### src/rtl/mem_arbiter.sv
// Fixed-priority (data over fetch) sequencer for a single-ported, fixed-latency
// unified memory shared by the IF and MEM pipeline stages.
module mem_arbiter #(
    parameter int unsigned MEM_LAT = 4,
    parameter int unsigned ADDR_W  = 16,
    parameter int unsigned DATA_W  = 16
) (
    input  logic              clk,
    input  logic              rst,
    input  logic              if_req,
    input  logic [ADDR_W-1:0] if_addr,
    input  logic              if_kill,
    output logic [DATA_W-1:0] if_rdata,
    output logic              if_done,
    output logic              if_stall,
    input  logic              dm_req,
    input  logic              dm_wr,
    input  logic [ADDR_W-1:0] dm_addr,
    input  logic [DATA_W-1:0] dm_wdata,
    output logic [DATA_W-1:0] dm_rdata,
    output logic              dm_done,
    output logic              dm_stall,
    output logic              mem_en,
    output logic              mem_wr,
    output logic [ADDR_W-1:0] mem_addr,
    output logic [DATA_W-1:0] mem_wdata,
    input  logic [DATA_W-1:0] mem_rdata
);

    localparam int unsigned CNT_W = $clog2(MEM_LAT + 1);

    typedef enum logic [1:0] {
        IDLE   = 2'd0,
        BUSY_D = 2'd1,
        BUSY_I = 2'd2
    } state_t;

    state_t            state_q, state_d;
    logic [CNT_W-1:0]  cnt_q, cnt_d;
    logic              discard_q, discard_d;
    logic              wr_q, wr_d;
    logic              if_done_q, if_done_d;
    logic              dm_done_q, dm_done_d;
    logic [DATA_W-1:0] if_rdata_q, if_rdata_d;
    logic [DATA_W-1:0] dm_rdata_q, dm_rdata_d;

    logic d_pend, i_pend, last, discard_now;

    always_comb begin
        state_d    = state_q;
        cnt_d      = cnt_q;
        discard_d  = discard_q;
        wr_d       = wr_q;
        if_done_d  = 1'b0;
        dm_done_d  = 1'b0;
        if_rdata_d = if_rdata_q;
        dm_rdata_d = dm_rdata_q;
        mem_en     = 1'b0;
        mem_wr     = 1'b0;
        mem_addr   = '0;
        mem_wdata  = '0;

        // A port whose done is high this cycle has already been served.
        d_pend      = dm_req & ~dm_done_q;
        i_pend      = if_req & ~if_done_q;
        last        = (cnt_q == CNT_W'(1));
        discard_now = discard_q | if_kill;

        case (state_q)
            IDLE: begin
                if (!rst) begin
                    if (d_pend) begin
                        mem_en    = 1'b1;
                        mem_wr    = dm_wr;
                        mem_addr  = dm_addr;
                        mem_wdata = dm_wr ? dm_wdata : '0;
                        wr_d      = dm_wr;
                        cnt_d     = CNT_W'(MEM_LAT);
                        state_d   = BUSY_D;
                    end else if (i_pend) begin
                        mem_en    = 1'b1;
                        mem_addr  = if_addr;
                        wr_d      = 1'b0;
                        discard_d = 1'b0;
                        cnt_d     = CNT_W'(MEM_LAT);
                        state_d   = BUSY_I;
                    end
                end
            end
            BUSY_D: begin
                cnt_d = cnt_q - CNT_W'(1);
                if (last) begin
                    if (!wr_q) dm_rdata_d = mem_rdata;
                    dm_done_d = 1'b1;
                    state_d   = IDLE;
                end
            end
            BUSY_I: begin
                cnt_d     = cnt_q - CNT_W'(1);
                discard_d = discard_now;
                if (last) begin
                    // A kill in the completion cycle still discards the fetch.
                    if (!discard_now) begin
                        if_rdata_d = mem_rdata;
                        if_done_d  = 1'b1;
                    end
                    discard_d = 1'b0;
                    state_d   = IDLE;
                end
            end
            default: state_d = IDLE;
        endcase
    end

    always_ff @(posedge clk) begin
        if (rst) begin
            state_q    <= IDLE;
            cnt_q      <= '0;
            discard_q  <= 1'b0;
            wr_q       <= 1'b0;
            if_done_q  <= 1'b0;
            dm_done_q  <= 1'b0;
            if_rdata_q <= '0;
            dm_rdata_q <= '0;
        end else begin
            state_q    <= state_d;
            cnt_q      <= cnt_d;
            discard_q  <= discard_d;
            wr_q       <= wr_d;
            if_done_q  <= if_done_d;
            dm_done_q  <= dm_done_d;
            if_rdata_q <= if_rdata_d;
            dm_rdata_q <= dm_rdata_d;
        end
    end

    assign if_done  = if_done_q;
    assign dm_done  = dm_done_q;
    assign if_rdata = if_rdata_q;
    assign dm_rdata = dm_rdata_q;
    assign if_stall = if_req & ~if_done_q;
    assign dm_stall = dm_req & ~dm_done_q;

endmodule

### config.mk
export PLATFORM = sky130hd
export DESIGN_NAME = mem_arbiter
export DESIGN_NICKNAME = d
export VERILOG_FILES = /design/src/rtl/mem_arbiter.sv
export SDC_FILE = /design/constraint.sdc
export NUM_CORES = 1
export LEC_CHECK = 0
export ABC_AREA = 1
export ABC_CLOCK_PERIOD_IN_PS = 2700
export CAP_MARGIN = 20
export CORE_ASPECT_RATIO = 0.5
export CORE_UTILIZATION = 39
export CTS_BUF_LIST = sky130_fd_sc_hd__clkbuf_8 sky130_fd_sc_hd__clkbuf_16
export CTS_CLUSTER_SIZE = 16
export DETAILED_ROUTE_END_ITERATION = 6
export PLACE_DENSITY = 0.87
export SLEW_MARGIN = 20
export SYNTH_ARGS = -nofsm -noshare
export SYNTH_HDL_FRONTEND = slang
export SYNTH_SLANG_ARGS = --single-unit
### constraint.sdc
create_clock -name clk -period 2.7 [get_ports clk]
set_clock_uncertainty 0.15 [all_clocks]
set_input_delay 0.405 -clock clk [delete_from_list [all_inputs] [get_ports clk]]
set_output_delay 0.405 -clock clk [all_outputs]
set_load 0.01 [all_outputs]
==> run summary, run 1 <==
The flow run is done. Looking at the clock tree report, the root buffer type is clkbuf_8. The final report lists a non-filler cell total of 519. In this run, distinct cell masters in the synthesized netlist total 24. Area of placed instances landed at 3550 um^2. Across the placement rows, the number of tap cells is 70. The worst register-to-register path has a setup slack of 0.84 ns. The timing report shows that the slowest cell on the worst path is clkdlybuf4s50_1. At the pin with the least slew margin, the transition time is 0.458 ns. At the worst endpoint, the required time is 2.14 ns. The finished layout reports a core utilization of 0.745. The design has 41 sequential cells. Following the worst setup path forward leads to its endpoint at mem_addr[5]. Placer congestion estimate landed at 0.792.

Power consumed by the clock network landed at 515 uW. Placement-stage worst setup slack landed at -0.0115 ns. Tool warning count landed at 30.

The script computed the net switching share of total power as 0.282. The critical path is of the input port to primary output type. The switching component of the power was reported as 468 uW. The biggest slice of the area belongs to buffers. In the final design database the tool counted 523 nets.

Clock insertion delay at the later pin of the skew report landed at 0.30 ns. TritonCTS created 5 clock buffers. Measured along the x axis, the die boundary spans 105 um. The initial utilization of the core area, before any placement, comes to 0.414. In this run the layout overhead on the synthesized area is reported as 80.0%. The timing report shows the most common cell along the critical path to be clkdlybuf4s50_1. The run finished with clean final reports. The launch point of the worst register-to-register path is recorded as cnt_q[1]. The number of antenna diodes in the final layout is 0.

Complex-gate fraction of the synthesized area landed at 0.161. The timing report gives the clock slew at the launch and capture registers of the worst setup and hold paths as 0.08 ns. The worst setup path is launched from an input port. Static leakage landed at 0.00180 uW.

Multi-input gate share of the layout cell area landed at 0.272. Of the total power, registers draw 0.392. Count of multi-input combinational gates landed at 205. Area fraction in and, or, nand and nor cells landed at 0.285. Yosys warning count landed at 0. In the final report, the number of hold violations comes to 0. The design draws 1660 uW. Total met2 wirelength after detailed routing landed at 3230 um. Number of cells in Yosys stat landed at 307. Vertical die size landed at 53.7 um.

According to the hold report, the worst path is of the flip-flop to flip-flop type. Clock power share landed at 0.310. Once placement completed, the tool counted placed cells totaling 508. Via count of the routed design landed at 2426.

Post-route period utilization is reported as 0.963. After layout, the buffer instance count without clock buffers stands at 147. Area of the placeable core landed at 5040 um^2. Tracing the worst setup path back leads to its startpoint at dm_req. Total nets after synthesis landed at 382. CTS sink count landed at 41. Number of synthesized flops with an enable pin landed at 0. After detailed routing, the number of vias per cell comes to 4.67. For the combinational group, total power comes out at 495 uW. Post-layout instance area landed at 3760 um^2. According to the report, the first pass of detailed routing completed in 4 iterations. Worst reg-to-reg path cell count landed at 6. The highest metal layer carrying signal wires in the routed design is met4.

Number of cells produced by synthesis landed at 307. Among all stages on the critical path, the maximum delay recorded is 0.58 ns. Number of antenna violations at the first check in global routing landed at 0. The via count of the first global-routing pass was 2073. The routed design has 6650 um of wire. Once the clock tree was built, the setup fixing pass inserted 2 buffers.

Per the synthesis report, the dominant area consumer among library cells is dfxtp_1. The top cell type in the final layout, fill and taps aside, is clkdlybuf4s50_1. Async set-reset flop share out of synthesis landed at 0. The layout report gives the register share of total cell area as 0.219.

The fraction of final cell area spent on clock buffers and inverters in this run is 0.0320. Logic gate share of total power landed at 0.298. The worst setup path is captured at a primary output. After synthesis, the share of cell area in mux cells is 0. Max-slew violation count landed at 0. Area share of the leading cell type in the synthesized netlist landed at 0.393. Per the post-synthesis stats, the area per cell is 6.80 um^2. For this run the top cell type by instance count after synthesis was nor2_1. The routed wirelength on the met1 layer is recorded as 2840 um. The cell-mix breakdown from Yosys lists the XOR/XNOR area share as 0.00420. Post-route DRC violation count landed at 0. All stages included, the depth of the critical timing path comes to 6. Combined flip-flop and latch cell area landed at 821 um^2. The synthesized netlist has a Yosys-reported chip area of 2090 um^2.

Global router's overall resource usage landed at 0.226. The worst hold path was traced through 2 stages. TritonCTS built the clock tree.

The detail route stage leaves a number of antenna-violating nets equal to 0. Portion of the post-synthesis area used by sequential elements landed at 0.393. In this run, the synthesized area fraction spent on adder and majority cells is recorded as 0.0300. Largest fanout on the critical path landed at 27. Per the summary, power density relative to cell area is 443 nW/um^2. Timing would allow up to 0.385 GHz. Entering global routing, the biggest net connects 28 pins. In this run the critical path is formed by clkdlybuf4s50_1, nand2_1, buf_4, o21ai_0, a21oi_1, clkdlybuf4s50_1.

Minimum setup slack in the final design landed at 0.101 ns. The first global-routing pass estimated 9880 um of wire. The main area contributors are dfxtp_1 (39%), nor2_1 (12%), o21ai_0 (9.4%). Across all checked pins, the minimum headroom to the slew limit is 0.694. During I/O placement, the number of pins put on the boundary was 140. The final layout reports a setup TNS of 0 ns. Buffer levels on the longest clock path landed at 2. Of the combinational cells, the family taking the most area is simple AND/OR/NAND/NOR gates.

Die area landed at 5670 um^2. The cell family contributing the most delay on the critical path is buffers and inverters. The number of hold buffers added after CTS was 0. The worst VDD IR drop from the latest analysis is 304 uV.

Number of rows in the core area landed at 18. Number of filler instances in the final layout landed at 388. The final timing report counts setup violations totalling 0. Sorting the synthesized cells by how often they occur yields nor2_1 (67), inv_1 (46), dfxtp_1 (41), o21ai_0 (39), nand2_1 (34). Violation count after the first detailed-route iteration landed at 143. On the critical path the data arrives at 2.04 ns. After clock tree synthesis, the repair step resized 0 gates.

Count of buffers inserted at the top-level ports landed at 139. Post-synth design cell area landed at 2090 um^2. For the finished layout, the period the worst path requires is 2.60 ns.

The synthesis report names the predominant flop master as dfxtp_1. For the worst min-delay path, the startpoint reported by OpenROAD is dm_rdata[12]. STA lists the endpoint of the worst register-to-register path as dm_rdata[9]. The dominant power group in this design is registers. Summing all multi-input logic gate instances after layout gives 1020 um^2.
Run 1, routing congestion map:
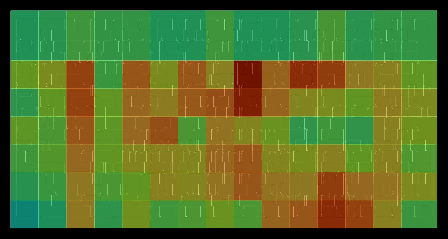
most used routing layer in global routing: met2
met2 GRT Util: 0.421
wire per inst: 12.8 um
M1 GR Usage: 0.266
routing usage on met3: 0.0508

Run 1, pin placement:
(6 px per um) Pins as bars across the die edge, other pins in grey.
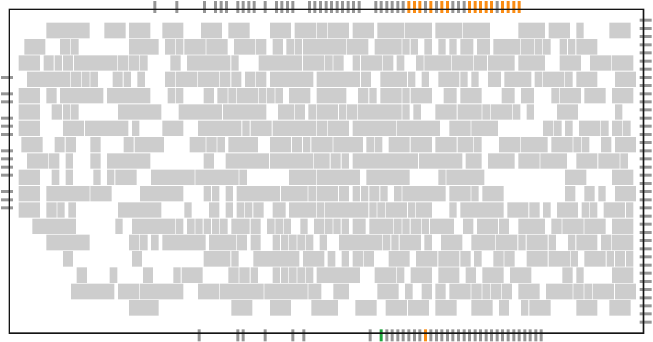
- mem_wdata: orange (pins 16; direction output; edge 15 top, 1 bottom)
- if_stall: green (pins 1; direction output; edge bottom)
- all pins by edge: 52 top, 38 right, 37 bottom, 13 left

Run 1, a small window of the routed layout:
Window x 40 to 65, y 4 to 29 um. Cells in grey, sequential cells in the stronger grey; small squares are vias.
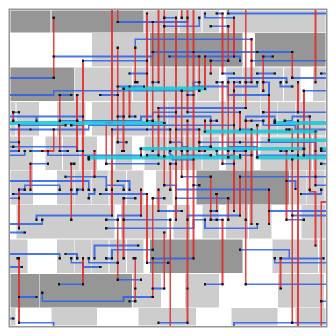
- met2: red
- met3: cyan
- met1: blue
- netlist names of flops here include: state_q (2)
- most frequent: nand2_1 (17), clkdlybuf4s50_1 (9), nor2_1 (8)
- cells with their middle in the window: 71
- sequential cells in the window: 7

Run 1, where the registers sit:
(3 px per um) Other sequential cells in the stronger grey, the rest of the logic in the fainter grey.
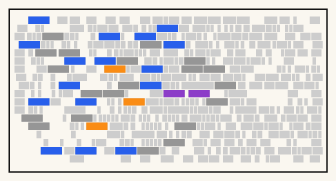
- dm_rdata: blue (placed flops 16)
- state_q: purple (placed flops 2)
- cnt_q: orange (placed flops 3)

## Run 2: what changed since run 1
- GPL_ROUTABILITY_DRIVEN: not set -> 0
- HOLD_SLACK_MARGIN: not set -> 0.05
Run 2, logic cells by family:
(3 px per um)
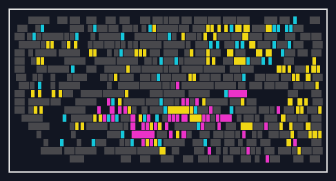
- inverters: cyan (cells 48; where all over the die)
- NOR gates: yellow (cells 89; where all over the die)
- NAND gates: magenta (cells 42)

Run 2, where the registers sit:
(3 px per um) Other sequential cells in the stronger grey, the rest of the logic in the fainter grey.
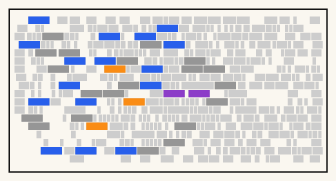
- cnt_q: orange (placed flops 3)
- dm_rdata: blue (placed flops 16)
- state_q: purple (placed flops 2)
- not coloured: 20

Run 2, a small window of the routed layout:
Window x 40 to 65, y 4 to 29 um. Cells in grey, sequential cells in the stronger grey; small squares are vias.
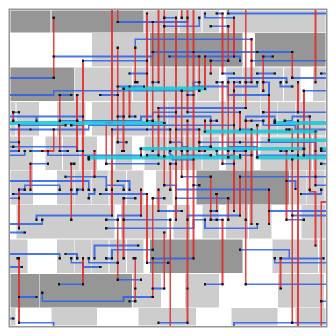
- met3: cyan
- met2: red
- met1: blue
- sequential cells in the window: 7
- most frequent: nand2_1 (17), clkdlybuf4s50_1 (9), nor2_1 (8)
- cells with their middle in the window: 71
- netlist names of flops here include: state_q (2)

==> run 2 against run 1 <==
Against the previous run:
- worst setup slack stayed put
- maximum frequency stayed put
- sequential share of layout area stayed put
- synthesized cell count stayed put
- via count stayed put
- global-route usage stayed put
- sequential cell count stayed put
- routed wire length stayed put
- area after synthesis stayed put
- largest power group unchanged
==> run summary, run 2 <==
The flow run is done. The flow ran to the end, and the final reports show no timing, DRC or antenna violations. Number of cells in Yosys stat landed at 307. Routed via count divided by cell count landed at 4.67. Placement-stage worst setup slack landed at -0.0115 ns. Final hold violation count landed at 0. Per-instance average area after synthesis landed at 6.80 um^2.

The final timing report lists a max-slew violation count of 0. Tool warning count landed at 30. Overall power consumption after layout is estimated at 1660 uW. Worst-case register-to-register setup slack landed at 0.84 ns. Minimum setup slack in the final design landed at 0.101 ns.

Per the synthesis report, the XOR/XNOR share of the synthesized area is 0.00420. The pin closest to its max-slew limit shows a slew of 0.458 ns. Multi-input logic gates represent a cell area share of 0.272. Clock insertion delay at the later pin of the skew report landed at 0.30 ns.

Overall routing resource usage recorded by global route was 0.226. In this run the top signal layer used is met4. The signal on the critical path passes through clkdlybuf4s50_1, nand2_1, buf_4, o21ai_0, a21oi_1, clkdlybuf4s50_1. The largest single stage delay on the critical path is 0.58 ns. The cell-mix breakdown from Yosys lists the adder-cell area share as 0.0300. Clock power share landed at 0.310. Per the GRT log, the top usage layer is met2. The synthesis report gives the async set-or-reset register share as 0. Of the total power, the share spent switching nets is 0.282. After layout, the minimum clock period comes to 2.60 ns.

Combined flip-flop and latch cell area landed at 821 um^2. For this design, the sink count on the clock tree is 41. The share of total power dissipated in combinational logic is 0.298. Per the layout area report, the sequential fraction of cell area is 0.219. Buffers inserted to repair hold after CTS numbered 0. STA classifies the critical path startpoint as an input port. The clock network consumes a total of 515 uW.

Routing resource usage on met2 recorded by global route was 0.421. Count of sequential standard cells landed at 41. Power consumed by combinational cells landed at 495 uW. Cell depth of the worst setup path landed at 6. For this block, the via count after detailed routing is 2426.

In the synthesis report, Yosys lists the chip area as 2090 um^2. For this run, combinational gates with multiple inputs come to 205. Maximum achievable frequency landed at 0.385 GHz.

In this run the cell area of the synthesized design comes to 2090 um^2. By instance count, the leading cell after synthesis is nor2_1. The cell count after synthesis came out at 307. Looking at hold timing, the worst path starts from dm_rdata[12].

Dividing the final minimum period by the clock period gives 0.963. The critical path starts at dm_req. Final cell count without fillers landed at 519. For this run, design rule violations remaining after detail routing come to 0.

Portion of the post-synthesis area used by sequential elements landed at 0.393. The final layout contains 523 nets. Setup total negative slack on the finished layout was measured at 0 ns. The chip occupies 5670 um^2. The critical path is of the input port to primary output type. Routing resource usage on met3 recorded by global route was 0.0508. The worst register-to-register path ends at dm_rdata[9]. Worst reg-to-reg path cell count landed at 6. Number of rows in the core area landed at 18. Required time reported for the critical path endpoint landed at 2.14 ns.

Area occupied by multi-input gates landed at 1020 um^2. Quantity of gates resized following cts landed at 0. In this run the cell area measured after placement is 3550 um^2. The first global-routing pass estimated 9880 um of wire. TritonCTS built the clock tree.
Run 2, pin placement:
(6 px per um) Pins as bars across the die edge, other pins in grey.
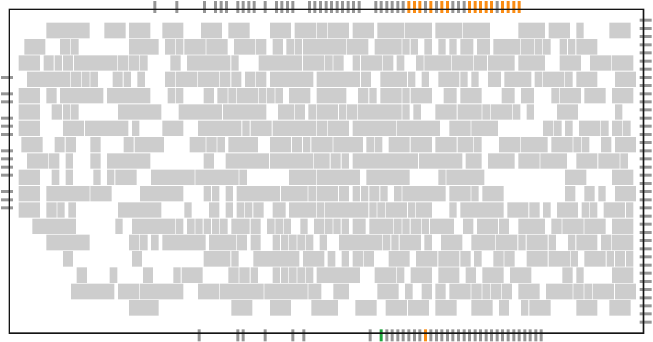

## Run 3: what changed since run 2
- CTS_CLUSTER_DIAMETER: not set -> 80
- GPL_TIMING_DRIVEN: not set -> 0
Run 3, pin placement:
(6 px per um) Pins as bars across the die edge, other pins in grey.
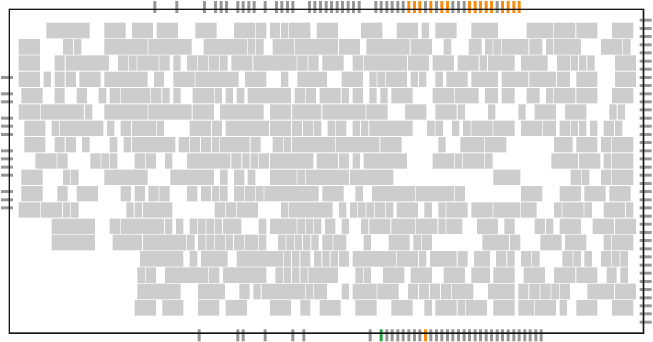
- if_stall: green (pins 1; direction output; edge bottom)
- mem_wdata: orange (pins 16; direction output; edge 15 top, 1 bottom)

Run 3, logic cells by family:
(3 px per um)
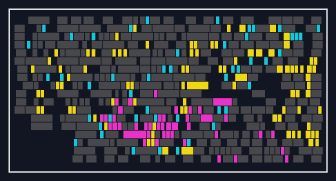
- NAND gates: magenta (cells 42; where bottom centre)
- inverters: cyan (cells 48; where all over the die)
- NOR gates: yellow (cells 88)

==> run 3 against run 2 <==
Against the previous run:
- sequential share of layout area up 0.15 points
- sequential power about the same
- final cell count up 0.96%
- global-route usage down 0.27 points
- critical path type unchanged
- critical endpoint is now mem_addr[3]
- highest routed layer unchanged
==> run summary, run 3 <==
The flow run is done. The flow ran to the end, and the final reports show no timing, DRC or antenna violations. The routed wirelength on the met1 layer is recorded as 2900 um. Final cell count without fillers landed at 524. Yosys warning count landed at 0.

Via count of the routed design landed at 2418. Pin count of the biggest net entering global routing landed at 13. In this run the post-CTS setup repair buffer count came out at 0.

Clock tree cell share of total cell area landed at 0.0272. On met3, the global router reports a usage of 0.0484. Portion of the post-synthesis area used by sequential elements landed at 0.393. Count of multi-input combinational gates landed at 204. By instance count after routing, the leading logic cell type is clkdlybuf4s50_1. Sequential fraction of total cell area landed at 0.220. Total nets after synthesis landed at 382.

Subtracting the final worst setup slack from the clock period gives 2.61 ns. STA classifies the critical path endpoint as a primary output. Ranked by total area, the top cell class in this layout is buffers.

Max-slew check failures listed in the final report amount to 0. Portion of the clock cycle consumed by the worst path in the final layout landed at 0.967. The critical path starts at dm_req. Power consumed by the clock network landed at 440 uW. In this run the standard cell core region covers 5040 um^2. The worst setup path is of the input port to primary output kind. Logic gate share of total power landed at 0.310. STA classifies the critical path startpoint as an input port. Per the layout report, the design carries 153 non-clock buffers. Post-route DRC violation count landed at 0. Area share of the leading cell type in the synthesized netlist landed at 0.393.

Combinational power for this build is 492 uW. Tool warning count landed at 29. Summed standard-cell area reported by yosys landed at 2090 um^2. Per the synthesis report, the simple-gate share of the synthesized area is 0.285.

In this run, the synthesized area fraction spent on AND-OR/OR-AND gates is recorded as 0.161. The share of total power dissipated in sequential elements is 0.412. Final hold violation count landed at 0. Of the total synthesized cell area, the portion taken by full adders, half adders and majority gates is 0.0300. Quantity of gates resized following cts landed at 4. Wire length of the first global-routing pass landed at 9770 um. Ranked by total cell area, the synthesized netlist is headed by dfxtp_1 (39%), nor2_1 (12%), o21ai_0 (9.4%). According to the report, the first pass of detailed routing completed in 4 iterations. The worst register-to-register path has a depth of 6. After floorplanning, the core was divided into 18 placement rows. Per the post-place timing report, worst setup slack is 0.0344 ns.

All stages included, the depth of the critical timing path comes to 7. Cell total after placement landed at 515. Area of placed instances landed at 3560 um^2. Routed wire length per instance landed at 12.6 um. The slowest stage of the critical path is the clkdlybuf4s50_1 cell. For this run, the leading register cell type out of synthesis is dfxtp_1. Post-layout utilization of the core landed at 0.739. Based on the critical path, the design can be clocked at up to 0.383 GHz. Summing every instance area after synthesis gives 2090 um^2. Global router's overall resource usage landed at 0.223. The script computed a power per unit cell area of 425 nW/um^2. Routed via count divided by cell count landed at 4.61. The detailed router finished its first iteration with 114 violations. CTS sink count landed at 41. The via count of the first global-routing pass is 2136. The floorplan step set the die width to 105 um.

Per the synthesis report, the dominant area consumer among library cells is dfxtp_1. The worst-case max-slew headroom was logged as 0.680. In the final design database the tool counted 528 nets. Per STA, the library cell used most along the worst path is clkdlybuf4s50_1. The report lists the cells along the critical path as clkdlybuf4s50_1, nand2_1, inv_1, buf_2, nor2_1, nor3_1, clkdlybuf4s50_1. The sequential cells in the finished layout cover a total of 821 um^2. The final layout contains routed wiring with a total length of 6580 um. In this run the top signal layer used is met4. In this run, the synthesized area fraction spent on xor and xnor cells is recorded as 0.00420. The initial utilization of the core area, before any placement, comes to 0.414.
Run 3, a small window of the routed layout:
Window x 40 to 65, y 4 to 29 um. Cells in grey, sequential cells in the stronger grey; small squares are vias.
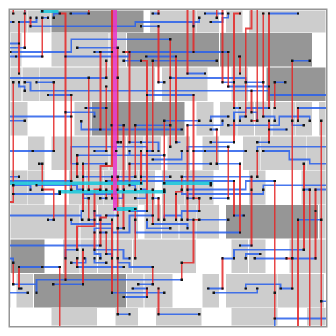
- met1: blue
- met4: magenta
- met3: cyan
- met2: red
- netlist names of flops here include: state_q (2)
- most frequent: nand2_1 (20), nor2_1 (10), clkdlybuf4s50_1 (9)
- sequential cells in the window: 7
- cells with their middle in the window: 74

Power is estimated from default activity; no workload was simulated.
